Design fir_rr_scheduler, sky130hd; sources not shown.
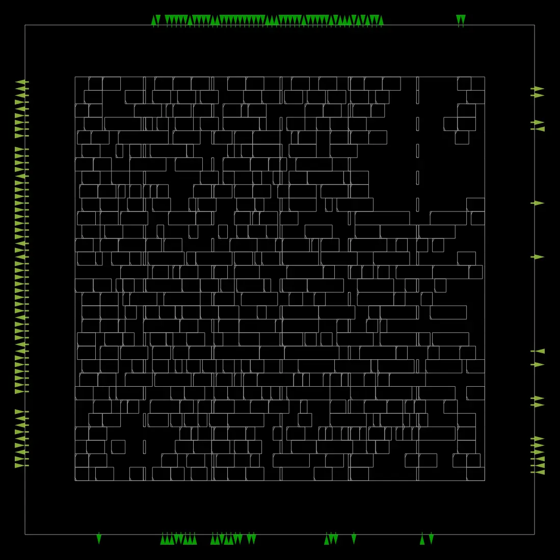
Run 1: cell placement
final core occ: 62.65%
core area: 6756 um2

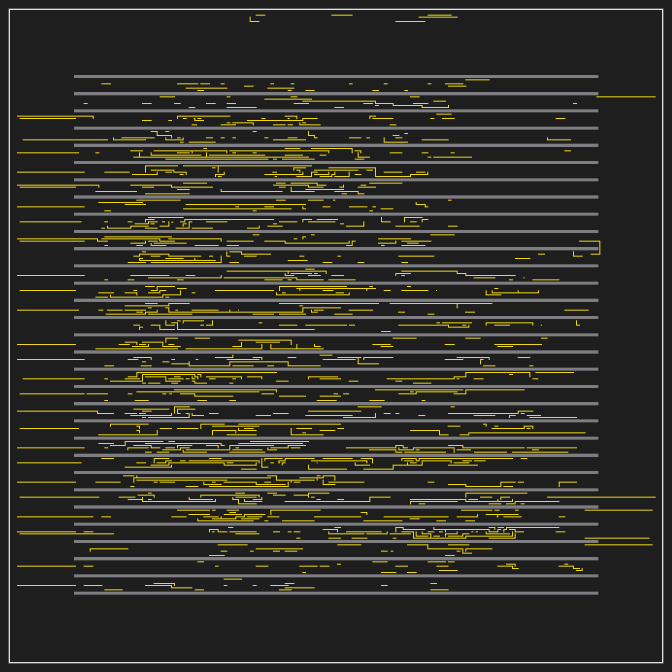
Run 1: M1 wires
Supply wires on this layer in grey.
nets with wire on the layer: 444
main direction: horizontal
wire length on this layer: 3150 um
share of all routed wire: 38%
longest straight run: 27.6 um
routed vias: 2479
met1 usage: 16.26%
Total Routed Length: 8.367 mm

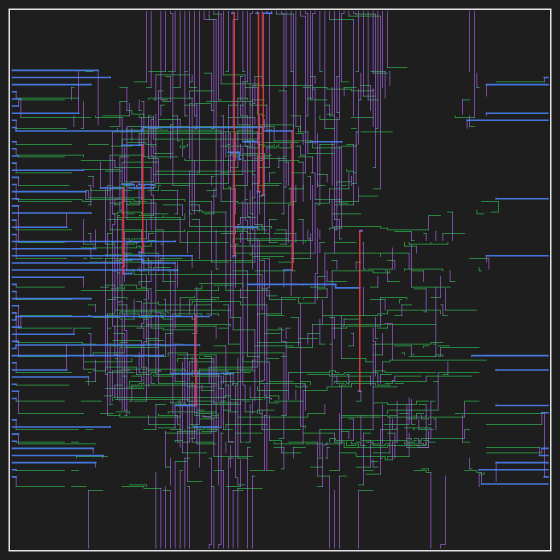
Run 1: wiring by layer
| colour | layer | wire length |
|---|---|---|
| purple | met2 | 4190 um |
| green | met1 | 3150 um |
| blue | met3 | 797 um |
| red | met4 | 226 um |
DR WL/cell: 17.15 um
gr usage total: 15.40%

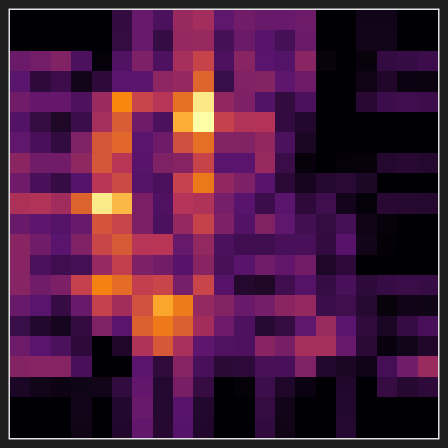
Run 1: routed metal per tile
21 x 21 tiles, from black (low) to pale yellow (high), scaled to the fullest tile. Values are wire area over tile area, all layers added.
emptiest ninth of the die: upper right
nearly empty tiles: 20%
densest ninth of the die: middle left

==> Slide: Implementation Results, run 1 <==
Synthesis and Place & Route Summary

Logic synthesis
  • Mean area per synthesized cell: 9.872 um2
  • Compound Share, Synth: 24.28%
  • Post-synthesis sequential area ratio: 36.53%
  • Yosys cell types: 39
  • Syn nets: 372
  • Dominant comb cell: AND-OR/OR-AND gates
  • Multiplexer share of the synthesized area: 6.384%

Clock tree
  • Hold-fix buffers, CTS: 0
  • Latency at later pin: 300 ps
  • Root Driver: clkbuf_8

Power
  • Sequential cell power: 0.813 mW
  • PwrDens: 567.2 nW/um2
  • Comb pwr: 0.972 mW
  • VDD IR max: 309.2 uV
  • Leakage: 1.762 nW
  • Switch share: 31.41%

Place
  • PortBufs: 122

Job
  • Tool warning count: 27

STA
  • Final max-slew violation count: 0
  • Max Freq: 360.1 MHz
  • Period minus WS final: 2777 ps
  • Final Hold Violation Tally: 0

Setup path
  • CP Buf/Inv Count: 4
  • Slowest cell on crit path: dlygate4sd2_1
  • Worst Path Required: 2100 ps

Final layout
  • Inserted Diodes: 0
  • Dominant logic cell type in the layout: clkdlybuf4s50_1
  • Proportion of layout cells with a drive suffix above 1: 24.75%

Outcome
  • Status: complete, no violations

Floorplanning
  • Die Size: 10600 um2
  • Die W: 103.0 um

Global route
  • First-pass GRT wire length: 12.96 mm

Routing
  • DRT iter0 DRCs: 128
  • Highest routed metal layer: met4
  • DRT antenna net count: 0
-- run 1: metal layers --
layer | vias to the layer above | GRT usage, %
met5 | - | 0
met4 | 0 | 4.920
met3 | 17 | 6.568
met2 | 107 | 27.01
met1 | 1147 | 16.26
li1 | 1208 | -
-- run 1: stage by stage --
step / instance area, um2 / instances / total power, mW
4_1_cts: 4190 / 483 / 2.409
6_report: 4233 / 488 / 2.401
2_1_floorplan: 2685 / 272 / 1.387
5_1_grt: 4233 / 488 / 2.515
3_3_place_gp: 4006 / 474 / 1.765
3_5_place_dp: 4006 / 474 / 1.780
-- run 1: area by class of cell --
class | count | area [um2]
Timing Repair Buffer | 131 | 1265
Multi-Input combinational cell | 155 | 1335
Clock inverter | 3 | 68.82
Fill cell | 590 | 2524
Tap cell | 80 | 100.1
Inverter | 21 | 78.83
Clock buffer | 5 | 68.82
Sequential cell | 49 | 984.7
Buffer | 44 | 331.6
-- run 1: cell usage after synthesis, drive strengths merged --
master | n | share of area (%)
nor4 | 1 | 0.23
mux2i | 16 | 6.0
o211ai | 1 | 0.28
inv | 21 | 2.9
a31oi | 16 | 3.7
o21ai | 5 | 1.4
clkbuf | 6 | 0.89
or3b | 1 | 0.33
and3 | 1 | 0.42
xnor2 | 1 | 0.33
a2111oi | 16 | 9.4
nor2b | 24 | 5.6
nand4bb | 1 | 0.42
nor2 | 9 | 1.4
a21oi | 7 | 1.3
nand2 | 17 | 2.4
nand3b | 1 | 0.28
buf | 41 | 12
or3 | 1 | 0.23
a221oi | 16 | 7.1
ha | 4 | 1.9
o21a | 1 | 0.28
dfxtp | 49 | 37
a21o | 3 | 0.84
nand3 | 1 | 0.37
and3b | 1 | 0.33
nand2b | 2 | 0.47
xor2 | 2 | 0.65
fa | 1 | 0.75
mux2 | 1 | 0.42
nor3 | 5 | 0.93
Run 1, cell classes on the final placement:
The bar under the picture is 20 um long. Fill, decap, tap and diode cells in grey.
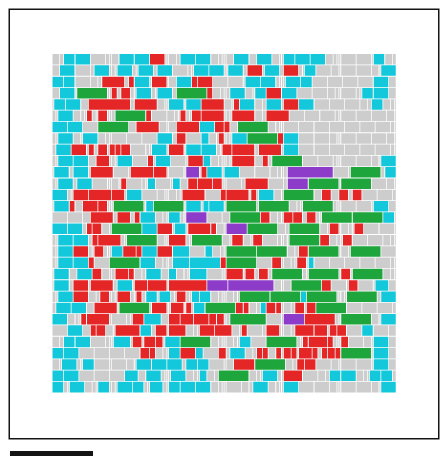

## Run 2: what changed since run 1
--- a/config.mk
+++ b/config.mk
@@ -5,6 +5,7 @@
 export SDC_FILE = /design/constraint.sdc
 export NUM_CORES = 1
 export LEC_CHECK = 0
+export CORE_ASPECT_RATIO = 0.6
 export CORE_MARGIN = 10
 export CORE_UTILIZATION = 39
 export CTS_CLUSTER_SIZE = 10
==> constraint.sdc (replaced) <==
create_clock -name clk -period 2.8 [get_ports clk]
set_input_delay 0.56 -clock clk [delete_from_list [all_inputs] [get_ports clk]]
set_output_delay 0.56 -clock clk [all_outputs]
set_load 0.005 [all_outputs]
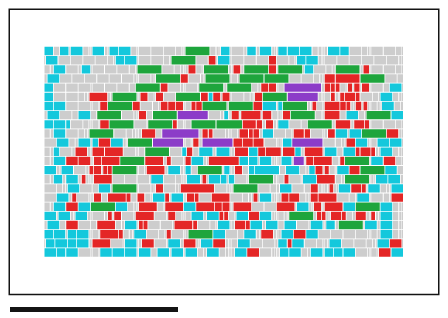
Run 2: cell classes on the final placement
The bar under the picture is 50 um long. Fill, decap, tap and diode cells in grey.
| colour | class | cells | share of their area |
|---|---|---|---|
| purple | clock drivers and dummy loads | 8 | 4.7% |
| green | flip-flops | 49 | 24% |
| red | all other logic | 176 | 34% |
| cyan | other buffers and delay cells | 169 | 38% |
final core occ: 63.32%
core area: 6676 um2
Finished Cell Area: 4228 um2
flop share of the area: 23.23%

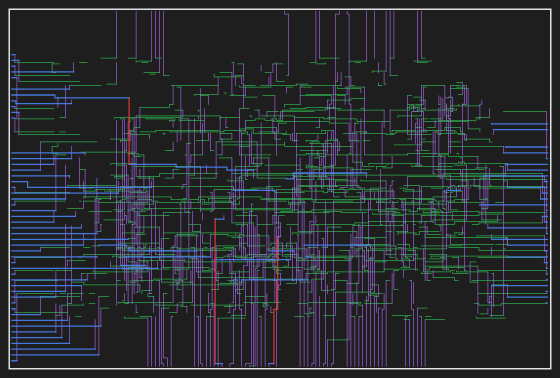
Run 2: wiring by layer
| colour | layer | wire length |
|---|---|---|
| purple | met2 | 4080 um |
| blue | met3 | 924 um |
| green | met1 | 3590 um |
| red | met4 | 80.5 um |
Total Routed Length: 8.675 mm
gr usage total: 15.83%

==> run 2 against run 1 <==
- first-iteration DRC count increased by 6.3%
- sequential share of layout area about the same
- non-clock buffer count decreased by 6
- count of clock-buffer cells in the layout unchanged
- combinational power decreased by 2%
- register-to-register slack improved by 20 ps
- global-route usage increased by 0.43 points
- highest routed layer unchanged
- area after synthesis unchanged
==> Slide: Implementation Results, run 2 <==
Synthesis and Place & Route Summary

Outcome
  • Status: complete, no violations

Place
  • Dpl cells: 481
  • PortBufs: 122

Logic synthesis
  • Syn nets: 372
  • EDFF count, synth: 0
  • Yosys cell types: 39
  • Synth top cells by count: dfxtp_1, buf_4, nor2b_1
  • Top-area cell share: 36.53%
  • FFs w/ async S/R, synth: 0%
  • Post-synthesis sequential area ratio: 36.53%
  • Largest cells by area: dfxtp_1, a2111oi_2, buf_4
  • Mapped Area: 2685 um2
  • Dominant register cell: dfxtp_1
  • Mean area per synthesized cell: 9.872 um2
  • Synth top cell by count: dfxtp_1

Final layout
  • Inserted Diodes: 0
  • Dominant logic cell type in the layout: clkdlybuf4s50_1
  • Area Growth Syn to Fin: 57.46%
  • Logic area: 1310 um2
  • Reg area: 982.2 um2

Global route
  • Met1 usage: 17.72%
  • First-pass GRT wire length: 14.11 mm
  • Busiest layer in global routing: met2
  • GR Util met2: 26.68%
  • M3 GR Usage: 7.910%

Routing
  • Detailed Routing Iterations Pass 1: 4
  • DRT antenna net count: 0
  • DRT iter0 DRCs: 136
  • DR WL/cell: 17.74 um
  • Routed vias: 2458

Floorplanning
  • Die W: 127.1 um

Power
  • Tot Pwr: 2.550 mW
  • PwrDens: 603.2 nW/um2
  • VDD IR max: 441.6 uV
  • Switch share: 29.61%
  • Comb pwr share: 37.4%
  • Leakage: 1.728 nW

Job
  • Tool warning count: 26

Setup path
  • Setup slack, reg-to-reg: 710 ps
  • CP Buf/Inv Count: 3
  • Slowest cell on crit path: clkdlybuf4s50_1
  • Data arrival time of the worst path: 2150 ps
  • Worst Path Required: 2240 ps

STA
  • Period minus WS final: 2705 ps
  • Final max-slew violation count: 0
  • Final Hold Violation Tally: 0
  • Max Freq: 369.6 MHz
  • Slew @ Worst Pin: 519.2 ps

Clock tree
  • Root Driver: clkbuf_16
  • Latency at later pin: 280 ps
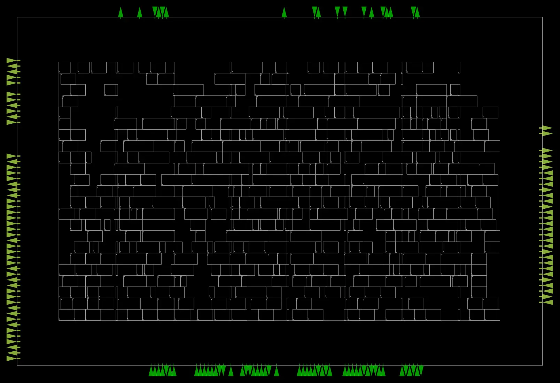
Run 2: cell placement
# fillers: 560
Cell Rows: 23
Finished Layout Cells: 489
# Taps: 87

==> run 2: cell counts after synthesis <==
Identical to the previous run, type by type.
==> run 2: layout make-up <==
class | instances | share of cell area (%)
multi-input cells | 155 | 30.99
clock inverters | 3 | 1.628
inverters | 21 | 1.864
clock buffers | 5 | 2.959
flip-flops and latches | 49 | 23.23
well taps | 87 | 2.575
plain buffers | 46 | 8.286
repair buffers | 123 | 28.47
==> run 2: what timing repair did <==
action	in CTS	in global routing
resized	14	10
setup endpoints to repair	4	4
pin swaps	1	1
setup buffers	1	0
==> run 2: stage by stage <==
stage	worst slack [ps]	hold slack, ps	area (um2)	setup TNS, ps
floorplan	583.1	413.8	2685	0
global placement	-484.1	416.7	4015	-1869
detailed placement	-507.1	423.7	4015	-1971
CTS	9.840	439.4	4225	0
global route	6.530	449.9	4228	0
finish	94.52	435.6	4228	0
==> run 2: routing by layer <==
layer  share of wire [%]  up-vias  wire length [um]
met1                  41     1139              3588
met3                  11        6               923
met2                  47      115              4082
li1                    -     1198                 -
met4                0.92        0                80
met5                   0        -                 0
==> run 2: kinds of logic after synthesis <==
group / share of synthesized area, %
flip-flops: 36.53
AND-OR/OR-AND: 24.28
AND/OR/NAND/NOR: 13.33
adder cells (fa/ha/maj): 2.610
multiplexers: 6.384
buffers and inverters: 15.89
XOR/XNOR: 0.9787
==> run 2: power groups by stage <==
stage	sequential, mW	combinational (mW)	clock, mW
global placement	0.824	0.936	0
detailed placement	0.828	0.954	0
floorplan	0.829	0.558	0
global route	0.826	1.04	0.820
CTS	0.817	0.969	0.788
finish	0.817	0.954	0.780
No activity file was given, so power comes from the tool's default toggle rates.
